**Run 1: placed standard cells**

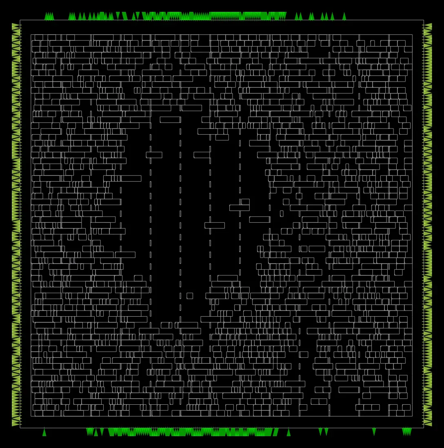
**Run 1: I/O pins on the die edge**

Drawn at 2 px/µm. Pins as bars across the die edge, other pins in grey.
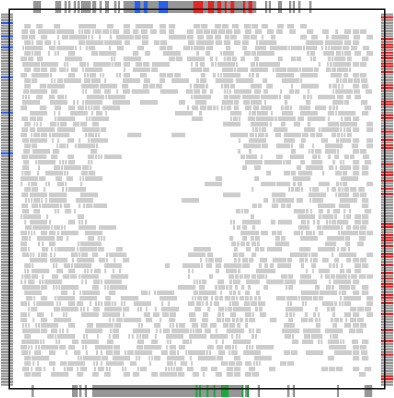
**Run 1: cell sizes after repair**

Drawn at 2 px/µm.
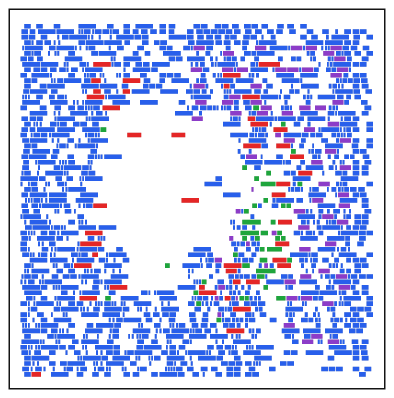
**Run 1: metal layers overlaid**

Drawn at 2 px/µm. Two of the layers only.
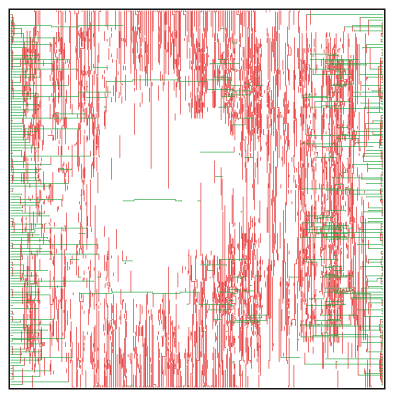
**config.mk**
```make
export PLATFORM = sky130hd
export DESIGN_NAME = dx_pipe_stage
export DESIGN_NICKNAME = d
export VERILOG_FILES = /design/src/rtl/dx_pipe_stage.sv
export SDC_FILE = /design/constraint.sdc
export NUM_CORES = 1
export LEC_CHECK = 0
export CORE_AREA = 5 5 182 184
export CTS_BUF_LIST = sky130_fd_sc_hd__clkbuf_8 sky130_fd_sc_hd__clkbuf_16
export DETAILED_ROUTE_END_ITERATION = 6
export DIE_AREA = 0 0 187 189
export PLACE_DENSITY_LB_ADDON = 0.25
export SLEW_MARGIN = 0
export SYNTH_ARGS = -nofsm -noshare
export SYNTH_HDL_FRONTEND = slang
export SYNTH_SLANG_ARGS = --single-unit
```
**constraint.sdc**
```tcl
create_clock -name clk -period 3.35 [get_ports clk]
set_input_delay 0.5025 -clock clk [delete_from_list [all_inputs] [get_ports clk]]
set_output_delay 0.5025 -clock clk [all_outputs]
set_load 0.02 [all_outputs]
```
**src/rtl/dx_pipe_stage.sv**
```systemverilog
// Decode->execute pipeline register with valid/ready handshake, internal operand
// forwarding on load, and re-forwarding into held operands while execute stalls.
module dx_pipe_stage #(
  parameter int unsigned DATA_W  = 32,
  parameter int unsigned ADDR_W  = 5,
  parameter int unsigned PC_W    = 32,
  parameter int unsigned OP_W    = 4,
  parameter int unsigned CTRL_W  = 16,
  parameter int unsigned NUM_SRC = 2,
  parameter int unsigned NUM_FWD = 2
) (
  input  logic                        clk,
  input  logic                        rst,
  input  logic                        flush,
  input  logic                        in_valid,
  output logic                        in_ready,
  input  logic [CTRL_W-1:0]           in_ctrl,
  input  logic [OP_W-1:0]             in_op,
  input  logic [PC_W-1:0]             in_pc,
  input  logic [PC_W-1:0]             in_pc_jmp,
  input  logic [NUM_SRC*ADDR_W-1:0]   in_src_a,
  input  logic [NUM_SRC*DATA_W-1:0]   in_src_d,
  input  logic [ADDR_W-1:0]           in_dst_a,
  input  logic [DATA_W-1:0]           in_imm,
  input  logic [NUM_FWD-1:0]          fwd_valid,
  input  logic [NUM_FWD*ADDR_W-1:0]   fwd_addr,
  input  logic [NUM_FWD*DATA_W-1:0]   fwd_data,
  output logic                        out_valid,
  input  logic                        out_ready,
  output logic [CTRL_W-1:0]           out_ctrl,
  output logic [OP_W-1:0]             out_op,
  output logic [PC_W-1:0]             out_pc,
  output logic [PC_W-1:0]             out_pc_jmp,
  output logic [NUM_SRC*ADDR_W-1:0]   out_src_a,
  output logic [NUM_SRC*DATA_W-1:0]   out_src_d,
  output logic [ADDR_W-1:0]           out_dst_a,
  output logic [DATA_W-1:0]           out_imm,
  output logic [NUM_SRC-1:0]          fwd_hit
);

  logic                      valid_q,  valid_d;
  logic [CTRL_W-1:0]         ctrl_q,   ctrl_d;
  logic [OP_W-1:0]           op_q,     op_d;
  logic [PC_W-1:0]           pc_q,     pc_d;
  logic [PC_W-1:0]           pc_jmp_q, pc_jmp_d;
  logic [NUM_SRC*ADDR_W-1:0] src_a_q,  src_a_d;
  logic [NUM_SRC*DATA_W-1:0] src_d_q,  src_d_d;
  logic [ADDR_W-1:0]         dst_a_q,  dst_a_d;
  logic [DATA_W-1:0]         imm_q,    imm_d;
  logic [NUM_SRC-1:0]        hit_q,    hit_d;

  logic                      load;
  logic [NUM_SRC*ADDR_W-1:0] sel_a;
  logic [NUM_SRC*DATA_W-1:0] sel_d;
  logic [NUM_SRC*DATA_W-1:0] fwd_d;
  logic [NUM_SRC-1:0]        fwd_m;

  assign in_ready = out_ready | ~valid_q;
  assign load     = in_valid & in_ready;

  // One compare network serves both load (incoming operands) and hold (held operands).
  always_comb begin
    sel_a = load ? in_src_a : src_a_q;
    sel_d = load ? in_src_d : src_d_q;
    fwd_d = sel_d;
    fwd_m = '0;
    for (int unsigned i = 0; i < NUM_SRC; i++) begin
      for (int unsigned j = 0; j < NUM_FWD; j++) begin
        if (!fwd_m[i] && fwd_valid[j] &&
            (fwd_addr[j*ADDR_W +: ADDR_W] == sel_a[i*ADDR_W +: ADDR_W]) &&
            (sel_a[i*ADDR_W +: ADDR_W] != '0)) begin
          fwd_m[i]                   = 1'b1;
          fwd_d[i*DATA_W +: DATA_W]  = fwd_data[j*DATA_W +: DATA_W];
        end
      end
    end
  end

  always_comb begin
    valid_d  = valid_q;
    ctrl_d   = ctrl_q;
    op_d     = op_q;
    pc_d     = pc_q;
    pc_jmp_d = pc_jmp_q;
    src_a_d  = src_a_q;
    src_d_d  = src_d_q;
    dst_a_d  = dst_a_q;
    imm_d    = imm_q;
    hit_d    = hit_q;
    if (flush) begin
      valid_d = 1'b0;
      ctrl_d  = '0;
      dst_a_d = '0;
      hit_d   = '0;
    end else if (load) begin
      valid_d  = 1'b1;
      ctrl_d   = in_ctrl;
      op_d     = in_op;
      pc_d     = in_pc;
      pc_jmp_d = in_pc_jmp;
      src_a_d  = in_src_a;
      src_d_d  = fwd_d;
      dst_a_d  = in_dst_a;
      imm_d    = in_imm;
      hit_d    = fwd_m;
    end else if (in_ready) begin
      valid_d = 1'b0;
      ctrl_d  = '0;
      dst_a_d = '0;
      hit_d   = '0;
    end else begin
      src_d_d = fwd_d;
      hit_d   = fwd_m;
    end
  end

  always_ff @(posedge clk or negedge rst) begin
    if (!rst) begin
      valid_q  <= 1'b0;
      ctrl_q   <= '0;
      op_q     <= '0;
      pc_q     <= '0;
      pc_jmp_q <= '0;
      src_a_q  <= '0;
      src_d_q  <= '0;
      dst_a_q  <= '0;
      imm_q    <= '0;
      hit_q    <= '0;
    end else begin
      valid_q  <= valid_d;
      ctrl_q   <= ctrl_d;
      op_q     <= op_d;
      pc_q     <= pc_d;
      pc_jmp_q <= pc_jmp_d;
      src_a_q  <= src_a_d;
      src_d_q  <= src_d_d;
      dst_a_q  <= dst_a_d;
      imm_q    <= imm_d;
      hit_q    <= hit_d;
    end
  end

  assign out_valid  = valid_q;
  assign out_ctrl   = ctrl_q;
  assign out_op     = op_q;
  assign out_pc     = pc_q;
  assign out_pc_jmp = pc_jmp_q;
  assign out_src_a  = src_a_q;
  assign out_src_d  = src_d_q;
  assign out_dst_a  = dst_a_q;
  assign out_imm    = imm_q;
  assign fwd_hit    = hit_q;

endmodule

```
==> ci_impl_report.md, run 1 <==
### Flow metrics

| Metric | Value |
|---|---|
| Routed length on met2 | `21.12 mm` |
| Final instance area | `16140 µm²` |
| DRT iter0 DRCs | `592` |
| Vias in the first global route | `10647` |
| Sequential area share after synthesis | `48.81%` |
| Number of cells after detailed placement | `1935` |
| Post-route setup slack | `0.4651 ns` |
| Fmax | `0.3466 GHz` |
| Highest-power group | `registers` |
| Main synth FF type | `dfrtp_1` |
| GR Util met2 | `40.76%` |
| Crit share post-route | `86.12%` |
| Total iterations of the first detailed-routing run | `5` |
| CP Capture Type | `register` |
| Overflow after GRT | `0` |
| Top Ports | `475` |
| # diodes | `0` |
| Post-CTS Hold Fix Bufs | `0` |
| Total Power | `7.911 mW` |
| Max Cap Viol | `0` |
| Slew margin rel. | `51.98%` |
| H-tree level count | `4` |
| RSZ-0062 raised after global routing | `false` |
| Worst slew pin tran | `0.7203 ns` |
| Final hold slack | `0.02165 ns` |
| R2r worst-path depth | `9` |
| Worst reg2reg startpoint | `out_valid` |
| Most numerous logic cells after layout | `473 x clkdlybuf4s50_1, 366 x nand2_1, 198 x dfrtp_1, 69 x inv_1, 65 x a211oi_1` |
| Fp_density | `32.50%` |
| Cells after Synth | `1105` |
| Switching Share | `34.30%` |
| Leakage | `7.036 nW` |
| Sum of negative setup slack | `0 ns` |
| Core area | `31230 µm²` |
| Clock root cell | `clkbuf_16` |
| Mapped Avg Cell Area | `9.186 µm²` |
| Post-Syn Area | `10150 µm²` |
| Comb group | `2.65 mW` |
| Clock Power | `2.25 mW` |
| Post-synth top area cell | `dfrtp_1` |
| GRT Util Overall | `23.79%` |
| Pint | `5.197 mW` |
| Switch Pwr | `2.714 mW` |
| Yosys reg bits | `198` |
| Routed WL | `43.09 mm` |
| WL/cell | `21.90 µm` |
| Final Hold Fails | `0` |
| Final net count | `1828` |
| DIE HEIGHT | `189 µm` |
| Top cell area share | `48.81%` |
| Max clock buf depth | `2` |
| # resized after CTS | `0` |
| Async S/R FF share, synth | `100.0%` |
| I/O Buffers | `474` |
| Setup crit end | `out_src_d[33]` |
| Outcome | `finished, final reports clean` |
| RePlAce Congestion | `0.9310` |
| Vias | `10158` |
| Worst Path Arrival | `3.23 ns` |
| Max-slew violation count | `0` |
| Crit path from | `out_ready` |
| Clk_skew | `0.01146 ns` |
| Combinational Power Share | `33.5%` |
| Share of cells above drive strength 1 | `10.03%` |
| VDD IR max | `0.2709 mV` |
| GRT met1 Usage | `28.62%` |
| Fill count | `2871` |
| Yosys cell count | `1105` |
| Placed Area | `15520 µm²` |
| Syn Nets | `1381` |
| Met3 WL post-DR | `4.005 mm` |
| Fin crit period | `2.885 ns` |
| Vias per cell | `5.164` |
| Area reported by Yosys stat | `10150 µm²` |
| Power Density | `490.2 nW/µm²` |
| Detailed Place HPWL | `31.30 mm` |
| Post-synth EDFFs | `0` |
| Sequential Power | `3.02 mW` |
| CP Class | `primary input to register` |
| Count of tool warnings | `28` |
| GRT met3 Usage | `7.577%` |
| Dpl ws | `0.01795 ns` |
| Latency at later pin | `0.45 ns` |
| CTS tree | `built` |
| Met1 Wirelength | `16.81 mm` |
| Synthesis Warnings | `0` |
| GR peak layer | `met2` |
| Die width | `187 µm` |
| First-pass GRT wire length | `66.06 mm` |
| Cell area leaders | `dfrtp_1 49%, nand2_1 14%, o32ai_2 9.6%, a211oi_1 4.8%, a21boi_0 2.6%` |
| Largest net degree at the start of global routing | `132` |
| Die footprint | `35340 µm²` |
| Crit-path max FO | `14` |
| Commonest Layout Cell | `clkdlybuf4s50_1` |
| CTS Buf Count | `17` |
| CP required | `3.70 ns` |
| Antenna Nets Post-Route | `0` |
| Max Used Layer | `met5` |
| Clock power share | `28.4%` |
| Row Count | `65` |
| R2r setup slk | `0.53 ns` |
| CTS Sinks | `198` |
| Clk pin slew, worst setup/hold paths | `0.08 ns` |
| Flop pwr share | `38.2%` |
| Worst r2r dst | `out_src_d[33]` |
| # setup viols final | `0` |
| Class of the worst hold path | `primary input to asynchronous set/reset pin` |
| Number of antenna violations at the first check in global routing | `1` |
| Final routed DRC violation total | `0` |
| Post-CTS setup buffer count | `0` |
| Worst setup SP type | `primary input` |
| Yosys cell types | `55` |
| Area Overhead vs Synth | `58.99%` |
Notes on 'placed standard cells' above:
Well Taps: 402
fin util: 51.68%
flop count: 198
non-filler cells in the finished layout: 1967

Notes on 'I/O pins on the die edge' above:
[red] `in_src_d` | pins: 64 | direction: input | edge: 48 east, 16 north
[blue] `out_ctrl` | pins: 16 | direction: output | edge: 10 north, 6 west
[green] `out_src_a` | pins: 10 | direction: output | edge: south
all pins by edge: 137 west, 137 east, 103 north, 98 south

Notes on 'cell sizes after repair' above:
[blue] drive 1 or less | cells: 1408
[purple] drive 2 | cells: 72
[red] drive 6 and up | cells: 44
[green] drive 3 to 4 | cells: 41

Notes on 'metal layers overlaid' above:
[green] met3 | wire length: 4010 µm
[red] met2 | wire length: 21.1 mm

==> run 1: critical path, stage by stage <==
cell             delay, ns
clkdlybuf4s50_1       0.46
nor2b_4               0.23
inv_4                 0.11
and3_1                0.21
or3_1                 0.35
a221oi_4              0.34
and2_1                0.35
buf_4                 0.28
a211oi_1              0.12
o32ai_2               0.28
==> run 1: sequential cells by signal, summed over array words and instances, names as in the netlist <==
signal,count
out_dst_a,5
out_src_a,10
out_ctrl,16
out_pc,32
fwd_hit,2
out_imm,32
out_op,4
out_valid,1
out_src_d,64
out_pc_jmp,32
==> run 1: layout make-up <==
cell class | count | area [µm²] | area share (%)
clock inverters | 14 | 182.7 | 1.132
clock buffers | 18 | 439.2 | 2.721
multi-input cells | 749 | 4576 | 28.35
well taps | 402 | 503.0 | 3.117
repair buffers | 514 | 5211 | 32.29
flip-flops and latches | 198 | 4955 | 30.70
inverters | 72 | 272.8 | 1.690
==> run 1: synth_stat cells (2+ instances only) <==
cell	count
a21oi_1	6
a22o_1	21
buf_4	9
buf_2	10
nand3_1	9
a222oi_1	2
inv_2	2
xnor2_1	9
nand2b_1	3
and3_1	6
nor3_1	36
or3_1	2
or4_1	2
buf_6	5
or2_2	2
nand2_2	2
nor4_1	2
dfrtp_1	198
o32ai_1	4
and2_1	3
inv_1	69
o21ai_0	39
mux2i_1	3
a21o_1	2
o2111ai_1	2
a21boi_0	35
nor2_1	37
o22ai_1	2
clkbuf_1	62
a2111oi_0	2
a211oi_1	65
nand2_1	366
o21a_1	3
nand4b_1	2
o21ai_1	4
o32ai_2	60
==> run 1: kinds of logic after synthesis <==
kind of cell / Yosys count / synth area share [%]
mux: 4 / 0.4068
flops: 198 / 48.81
buf+inv: 158 / 6.693
xor+xnor: 10 / 0.8629
compound gates: 257 / 23.88
simple gates: 478 / 19.35
==> run 2: changes to the inputs <==
--- a/config.mk
+++ b/config.mk
@@ -5,10 +5,11 @@
 export SDC_FILE = /design/constraint.sdc
 export NUM_CORES = 1
 export LEC_CHECK = 0
-export CORE_AREA = 5 5 182 184
+export ABC_AREA = 1
+export CORE_AREA = 5 5 183 185
 export CTS_BUF_LIST = sky130_fd_sc_hd__clkbuf_8 sky130_fd_sc_hd__clkbuf_16
 export DETAILED_ROUTE_END_ITERATION = 6
-export DIE_AREA = 0 0 187 189
+export DIE_AREA = 0 0 188 190
 export PLACE_DENSITY_LB_ADDON = 0.25
 export SLEW_MARGIN = 0
 export SYNTH_ARGS = -nofsm -noshare
==> constraint.sdc (replaced) <==
create_clock -name clk -period 3.35 [get_ports clk]
set_input_delay 0.5025 -clock clk [delete_from_list [all_inputs] [get_ports clk]]
set_output_delay 0.5025 -clock clk [all_outputs]
set_load 0.01 [all_outputs]
==> ci_impl_report.md, run 2 <==
### Flow metrics

| Metric | Value |
|---|---|
| Max clock buf depth | `2` |
| Biggest Area Class | `buffers` |
| # setup viols final | `0` |
| Sequential share of cell area | `32.10%` |
| Post-synth top area cell | `dfrtp_1` |
| Post-CTS Hold Fix Bufs | `0` |
| Main synth FF type | `dfrtp_1` |
| Clkbuf count | `17` |
| Fp_density | `30.33%` |
| Cell area leaders | `dfrtp_1 51%, nand2_1 24%, nand3_1 14%, a22o_1 1.9%, buf_2 1.8%` |
| Fin crit period | `2.661 ns` |
| Post-synth EDFFs | `0` |
| Latency at later pin | `0.44 ns` |
| Core area | `31880 µm²` |
| Vias in the first global route | `10565` |
| Crit-path max FO | `41` |
| RePlAce Congestion | `0.9409` |
| Share of cells above drive strength 1 | `4.403%` |
| Largest net degree at the start of global routing | `144` |
| FF/Latch Area | `4955 µm²` |
| Final hold slack | `0.08051 ns` |
| Async S/R FF share, synth | `100.0%` |
| Overflow after GRT | `0` |
| Non-filler cells in the finished layout | `2134` |
| Met1 Wirelength | `16.12 mm` |
| Most numerous logic cells after layout | `612 x nand2_1, 473 x clkdlybuf4s50_1, 278 x nand3_1, 198 x dfrtp_1, 42 x inv_1` |
| Sequential area share after synthesis | `51.26%` |
| Well Taps | `408` |
| Clock root cell | `clkbuf_16` |
| Total Power | `7.311 mW` |
| Final Hold Fails | `0` |
| Final net count | `1989` |
| Buffers, non-clock | `497` |
| Dpl ws | `0.3069 ns` |
| Multi-input gates | `956` |
| Vias per cell | `4.822` |
| DRT iter0 DRCs | `777` |
| RSZ-0062 raised after global routing | `false` |
| Total iterations of the first detailed-routing run | `5` |
| Row Count | `66` |
| CTS tree | `built` |
| Fmax | `0.3757 GHz` |
| GRT Util Overall | `22.51%` |
| Worst Path Arrival | `3.04 ns` |
| Placed Area | `14820 µm²` |
| Max Used Layer | `met4` |
| # resized after CTS | `0` |
| Met3 WL post-DR | `4.295 mm` |
| CP Class | `primary input to register` |
| Mapped Avg Cell Area | `7.564 µm²` |
| Multi-input combinational area share | `26.94%` |
| VDD IR max | `0.3002 mV` |
| Routed length on met2 | `19.51 mm` |
| Syn Nets | `1554` |
| CTS Buf Count | `17` |
| Synthesis Warnings | `0` |
| Commonest Layout Cell | `nand2_1` |
| Clk_skew | `0.01471 ns` |
| Crit share post-route | `79.45%` |
| First-pass GRT wire length | `63.08 mm` |
| H-tree level count | `4` |
| Routed WL | `41.09 mm` |
| Vias | `10290` |
| Count of tool warnings | `30` |
| Leakage | `7.423 nW` |
| Logic area | `4159 µm²` |
| Max reg flops | `64` |
| Fill count | `3138` |
| Worst slew pin tran | `1.079 ns` |
| Flop count | `198` |
| Outcome | `finished, final reports clean` |
| Non-clk invs | `43` |
| Worst reg2reg startpoint | `out_valid` |
| Worst setup SP type | `primary input` |
| Synth top cell by count | `nand2_1` |
| WL/cell | `19.26 µm` |
| Worst r2r dst | `out_src_d[7]` |
| Post-Syn Area | `9667 µm²` |
| DIE HEIGHT | `190 µm` |
| Post-CTS setup buffer count | `0` |
| CTS Sinks | `198` |
| # diodes | `0` |
| Die footprint | `35720 µm²` |
| Clk tree area frac | `3.988%` |
| Number of antenna violations at the first check in global routing | `0` |
| Detailed Place HPWL | `29.85 mm` |
| Class of the worst hold path | `primary input to asynchronous set/reset pin` |
| Antenna Nets Post-Route | `0` |
| I/O Buffers | `474` |
| Yosys reg bits | `198` |
| CP Capture Type | `register` |
run 2: cell types whose count changed after synthesis, sizes merged, moves of 29 or more:
| cell | before | now |
|---|---|---|
| o32ai | 64 | 0 |
| inv | 72 | 43 |
| a21boi | 36 | 0 |
| buf | 24 | 54 |
| nand2 | 368 | 622 |
| nor3 | 36 | 0 |
| o21ai | 43 | 10 |
| a211oi | 65 | 0 |
| clkbuf | 62 | 27 |
| nand3 | 9 | 278 |
run 2: power breakdown:
group          total [mW]  leakage, nW  switching [mW]  internal (mW)
clock                2.22        0.306            1.08           1.14
sequential           2.95         2.48           0.216           2.73
combinational        2.14         4.64            1.01           1.13
run 2: how the worst max path moves through the flow:
stage	slack [ns]	from	depth (start not counted)	end
after global placement	0.36	out_ready	16	out_src_d[5]
after detailed placement	0.31	out_ready	16	out_src_d[60]
final	0.69	out_ready	15	out_src_d[7]
after global routing	0.50	out_ready	15	out_src_d[4]
after CTS	0.74	out_ready	15	out_src_d[7]
after floorplan	1.35	out_ready	15	out_src_d[10]
run 2: per-layer routing:
metal | vias up | global-route usage [%]
met3 | 52 | 8.587
met2 | 495 | 37.13
met1 | 4783 | 27.19
li1 | 4960 | -
met4 | 0 | 7.482
met5 | - | 0
run 2: cells by family after synthesis:
logic type             after synthesis  share of synthesized area (%)
DFF                                198                          51.26
buffers and inverters              124                          5.928
AOI/OAI and AO/OA                   34                          2.731
and+or+nand+nor                    922                          40.09
run 2: critical path, cell delays in order:
cell             delay [ns]
clkdlybuf4s50_1        0.41
inv_2                  0.07
nand2_4                0.08
nand2_2                0.34
nand2_1                0.19
nand2_1                0.18
nand3_1                0.16
nor2_4                 0.15
nor2_4                 0.05
nand2_2                0.09
buf_4                  0.38
nand3_1                0.16
nand3_1                0.12
nand2_1                0.05
nand2_1                0.06
**Run 2: nets reached from selected ports**

Drawn at 1.5 px/µm.
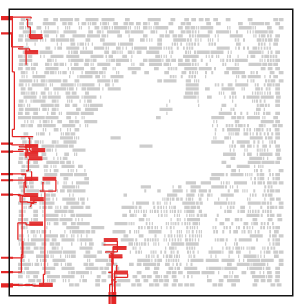
[red] `out_ctrl` | bits: 16 | direction: output | end cells: 16 | buffers: 16 | wire: 787 µm

Power and IR drop assume default switching activity.
